### config.mk
export PLATFORM = sky130hd
export DESIGN_NAME = pfa_seq_adder_flat
export DESIGN_NICKNAME = d
export VERILOG_FILES = /design/src/rtl/pfa_seq_adder_if.sv /design/src/rtl/pfa_seq_adder.sv /design/src/flat_wrapper.sv
export SDC_FILE = /design/constraint.sdc
export NUM_CORES = 1
export LEC_CHECK = 0
export CORE_UTILIZATION = 50
export CTS_BUF_LIST = sky130_fd_sc_hd__clkbuf_16
export CTS_CLUSTER_DIAMETER = 50
export DETAILED_ROUTE_END_ITERATION = 8
export GPL_ROUTABILITY_DRIVEN = 0
export GPL_TIMING_DRIVEN = 1
export PLACE_DENSITY_LB_ADDON = 0.2
export SLEW_MARGIN = 20
export SYNTH_ARGS = -nofsm -noshare
export SYNTH_HDL_FRONTEND = slang
export SYNTH_SLANG_ARGS = --single-unit
### constraint.sdc
create_clock -name clk -period 3.4 [get_ports clk]
set_input_delay 1.02 -clock clk [delete_from_list [all_inputs] [get_ports clk]]
set_output_delay 1.02 -clock clk [all_outputs]
set_load 0.1 [all_outputs]
### src/rtl/pfa_seq_adder_if.sv
// Start/done handshake bundle for the sequential lookahead adder.
// Master drives the request; slave returns the registered results.
interface pfa_seq_adder_if #(
   parameter int WIDTH = 16
);
   logic             start;
   logic             sub;
   logic             cin;
   logic [WIDTH-1:0] a;
   logic [WIDTH-1:0] b;
   logic             busy;
   logic             done;
   logic [WIDTH-1:0] s;
   logic             c;
   logic             p;
   logic             g;
   logic             v;

   modport master (
      output start, sub, cin, a, b,
      input  busy, done, s, c, p, g, v
   );

   modport slave (
      input  start, sub, cin, a, b,
      output busy, done, s, c, p, g, v
   );
endinterface

### src/rtl/pfa_seq_adder.sv
// Multi-cycle adder/subtractor: one GROUP-bit lookahead slice per clock,
// group carry held in a register between slices.
module pfa_seq_adder #(
   parameter int WIDTH = 16,
   parameter int GROUP = 4
) (
   input  logic clk,
   input  logic rst_n,
   pfa_seq_adder_if.slave io
);

   localparam int NG = WIDTH / GROUP;
   localparam int KW = (NG > 1) ? $clog2(NG) : 1;

   typedef enum logic {
      IDLE = 1'b0,
      RUN  = 1'b1
   } state_t;

   state_t           state_q, state_d;
   logic [KW-1:0]    k_q, k_d;
   logic [WIDTH-1:0] a_q, a_d;
   logic [WIDTH-1:0] b_q, b_d;
   logic             cr_q, cr_d;
   logic             pacc_q, pacc_d;
   logic             gacc_q, gacc_d;
   logic [WIDTH-1:0] s_q, s_d;
   logic             c_q, c_d;
   logic             p_q, p_d;
   logic             g_q, g_d;
   logic             v_q, v_d;
   logic             busy_q, busy_d;
   logic             done_q, done_d;

   logic [GROUP-1:0] sa, sb, pb, gb, sum;
   logic [GROUP:0]   cc;
   logic             pk, gk, last;
   int               base;

   // Slice datapath: per-bit p/g cells and the lookahead carries from cr.
   always_comb begin
      base = int'(k_q) * GROUP;
      sa   = a_q[base +: GROUP];
      sb   = b_q[base +: GROUP];
      pb   = sa | sb;
      gb   = sa & sb;
      cc   = '0;
      sum  = '0;
      gk   = 1'b0;
      cc[0] = cr_q;
      for (int i = 0; i < GROUP; i++) begin
         cc[i+1] = gb[i] | (pb[i] & cc[i]);
         sum[i]  = sa[i] ^ sb[i] ^ cc[i];
         gk      = gb[i] | (pb[i] & gk);
      end
      pk   = &pb;
      last = (k_q == KW'(NG - 1));
   end

   always_comb begin
      state_d = state_q;
      k_d     = k_q;
      a_d     = a_q;
      b_d     = b_q;
      cr_d    = cr_q;
      pacc_d  = pacc_q;
      gacc_d  = gacc_q;
      s_d     = s_q;
      c_d     = c_q;
      p_d     = p_q;
      g_d     = g_q;
      v_d     = v_q;
      busy_d  = busy_q;
      done_d  = 1'b0;
      unique case (state_q)
         IDLE: begin
            if (io.start) begin
               a_d     = io.a;
               b_d     = io.sub ? ~io.b : io.b;
               cr_d    = io.sub ? 1'b1 : io.cin;
               k_d     = '0;
               pacc_d  = 1'b1;
               gacc_d  = 1'b0;
               s_d     = '0;
               c_d     = 1'b0;
               p_d     = 1'b0;
               g_d     = 1'b0;
               v_d     = 1'b0;
               busy_d  = 1'b1;
               state_d = RUN;
            end
         end
         RUN: begin
            s_d[base +: GROUP] = sum;
            cr_d   = cc[GROUP];
            pacc_d = pacc_q & pk;
            gacc_d = gk | (pk & gacc_q);
            if (last) begin
               c_d     = cc[GROUP];
               v_d     = cc[GROUP-1] ^ cc[GROUP];
               p_d     = pacc_q & pk;
               g_d     = gk | (pk & gacc_q);
               busy_d  = 1'b0;
               done_d  = 1'b1;
               k_d     = '0;
               state_d = IDLE;
            end else begin
               k_d = k_q + KW'(1);
            end
         end
         default: state_d = IDLE;
      endcase
   end

   always_ff @(posedge clk) begin
      if (!rst_n) begin
         state_q <= IDLE;
         k_q     <= '0;
         a_q     <= '0;
         b_q     <= '0;
         cr_q    <= 1'b0;
         pacc_q  <= 1'b0;
         gacc_q  <= 1'b0;
         s_q     <= '0;
         c_q     <= 1'b0;
         p_q     <= 1'b0;
         g_q     <= 1'b0;
         v_q     <= 1'b0;
         busy_q  <= 1'b0;
         done_q  <= 1'b0;
      end else begin
         state_q <= state_d;
         k_q     <= k_d;
         a_q     <= a_d;
         b_q     <= b_d;
         cr_q    <= cr_d;
         pacc_q  <= pacc_d;
         gacc_q  <= gacc_d;
         s_q     <= s_d;
         c_q     <= c_d;
         p_q     <= p_d;
         g_q     <= g_d;
         v_q     <= v_d;
         busy_q  <= busy_d;
         done_q  <= done_d;
      end
   end

   assign io.busy = busy_q;
   assign io.done = done_q;
   assign io.s    = s_q;
   assign io.c    = c_q;
   assign io.p    = p_q;
   assign io.g    = g_q;
   assign io.v    = v_q;

endmodule

### src/flat_wrapper.sv
// flat-port wrapper written by rule: the top's interface ports become plain ports
module pfa_seq_adder_flat 
#(
   parameter int WIDTH = 16,
   parameter int GROUP = 4
)
  (clk, rst_n, io_start, io_sub, io_cin, io_a, io_b, io_busy, io_done, io_s, io_c, io_p, io_g, io_v);
  pfa_seq_adder_if #(.WIDTH(WIDTH)) io_i ();
  input  logic clk;
  input  logic rst_n;
  input wire logic [$bits(io_i.start)-1:0] io_start;
  input wire logic [$bits(io_i.sub)-1:0] io_sub;
  input wire logic [$bits(io_i.cin)-1:0] io_cin;
  input wire logic [$bits(io_i.a)-1:0] io_a;
  input wire logic [$bits(io_i.b)-1:0] io_b;
  output wire logic [$bits(io_i.busy)-1:0] io_busy;
  output wire logic [$bits(io_i.done)-1:0] io_done;
  output wire logic [$bits(io_i.s)-1:0] io_s;
  output wire logic [$bits(io_i.c)-1:0] io_c;
  output wire logic [$bits(io_i.p)-1:0] io_p;
  output wire logic [$bits(io_i.g)-1:0] io_g;
  output wire logic [$bits(io_i.v)-1:0] io_v;
  assign io_i.start = io_start;
  assign io_i.sub = io_sub;
  assign io_i.cin = io_cin;
  assign io_i.a = io_a;
  assign io_i.b = io_b;
  assign io_busy = io_i.busy;
  assign io_done = io_i.done;
  assign io_s = io_i.s;
  assign io_c = io_i.c;
  assign io_p = io_i.p;
  assign io_g = io_i.g;
  assign io_v = io_i.v;
  pfa_seq_adder #(.WIDTH(WIDTH), .GROUP(GROUP)) u_core (.clk(clk), .rst_n(rst_n), .io(io_i));
endmodule
**Placement by cell class**

Scale: 4 px per um. Fill, decap, tap and diode cells in gray.
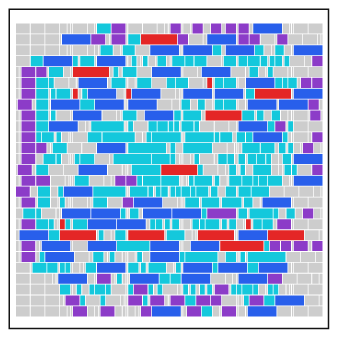
[registers] blue | cells: 60 | share of their area: 32%
[remaining logic cells] cyan | cells: 226 | share of their area: 44%
[remaining buffers and delay cells] purple | cells: 66 | share of their area: 16%
[clock drivers and dummy loads] red | cells: 15 | share of their area: 7.4%

==> results.py <==
# Generated from Yosys and OpenROAD reports
metrics = {
    "status": {
        "status": "complete, no violations",
    },
    "power": {
        "p_leak_nw": 1.67,
        "vdd_ir_drop_max_uv": 511,
        "top_power_group": "the clock network",
        "pwr-share-clk_pct": 44.3,
        "p_int_mw": 1.42,
    },
    "setup_path": {
        "reg2reg_slack_ns": 0.38,
        "critPathCaptureType": "flip-flop",
        "endpoint": "u_core.io.s[11]",
        "reg2reg_to": "u_core.io.s[11]",
        "critPathArrivalTime_ns": 3.23,
        "r2r_start": "u_core.k_q[0]",
        "crit_fanout": 4,
        "worstPathCellList": "mux4_1, inv_1, fa_1, fa_1, fa_1, inv_1, fa_1, inv_1, o21ai_0, and2_1",
    },
    "cells_and_area": {
        "comb_share_pct": 41.4,
        "clkbuf_count": 9,
        "buffer_area_share_pct": 15.7,
        "final-clk-cell-share_pct": 7.21,
        "layout.nets": 416,
        "fill_cells": 428,
        "regArea_sq_um": 1200,
        "final_util_pct": 67.4,
        "synthToLayoutAreaGrowth_pct": 26.9,
        "stdcell_area_sq_um": 3800,
        "flops": 60,
    },
    "logic_synthesis": {
        "yosys_area_sq_um": 3000,
        "top_cells_by_area": "dfxtp_1 (40%), nand2_1 (7.5%), o211a_1 (5.7%)",
        "ys_sh_xor_pct": 4.97,
        "synth_seq_share_pct": 40.1,
        "ys_sh_mux_pct": 7.06,
        "synth_adder_area_share_pct": 7.68,
        "synth_warnings": 0,
        "synth_area_sq_um": 3000,
        "syn_nets": 360,
        "ys_types": 41,
    },
    "cts": {
        "clk_pin_slew_ns": 0.05,
        "cts_root_buf": "clkbuf_16",
        "cts_sinks": 60,
        "cts_resized": 0,
        "clock_latency_ns": 0.32,
        "cts_hold_buffers": 0,
        "cts_made_buffers": 9,
        "cts_tree": "done",
    },
    "run": {
        "warnings": 37,
    },
    "sta": {
        "holdWs_ns": 0.458,
        "hold_violations": 0,
        "tightest_slew_ns": 0.765,
        "fin_crit_ns": 3.02,
        "slew_headroom_pct": 48.9,
        "rsz0062_at_grt": "no",
        "setup_tns_ns": 0,
        "fin_ws_ns": 0.379,
        "final-setup-viol-count": 0,
    },
    "route": {
        "detail_route.wl_per_cell_um": 13.9,
        "route.detailed.drc": 0,
        "antenna_left": 0,
        "wl_met2_um": 3040,
        "drtPass1Iterations": 4,
        "highest_layer": "met4",
        "drt-total-wl_um": 6100,
    },
    "floorplanning": {
        "nWellTaps": 72,
        "die_h_um": 79.4,
        "io_pins": 59,
        "std_cell_rows": 27,
    },
    "min_path": {
        "min_to": "u_core.a_q[7]",
        "min_from": "u_core.a_q[7]",
        "min_path_cells": 2,
    },
    "global_route": {
        "grt_pass1_wl_um": 10300,
        "grt_use_total_pct": 21.7,
    },
    "place": {
        "dpl-instance-area_sq_um": 3530,
        "pre_cts_slack_ns": 0.432,
    },
}
**Cell sizes after repair**

Scale: 4 px per um.
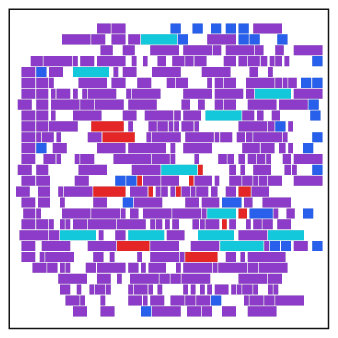
[x2] red | cells: 13 | share: 3.5%
[x6 and larger] cyan | cells: 11 | share: 3.0%
[x3 and x4] blue | cells: 31 | share: 8.4%
[x1 and smaller] purple | cells: 312 | share: 85%

No activity file was given, so power comes from the tool's default toggle rates.
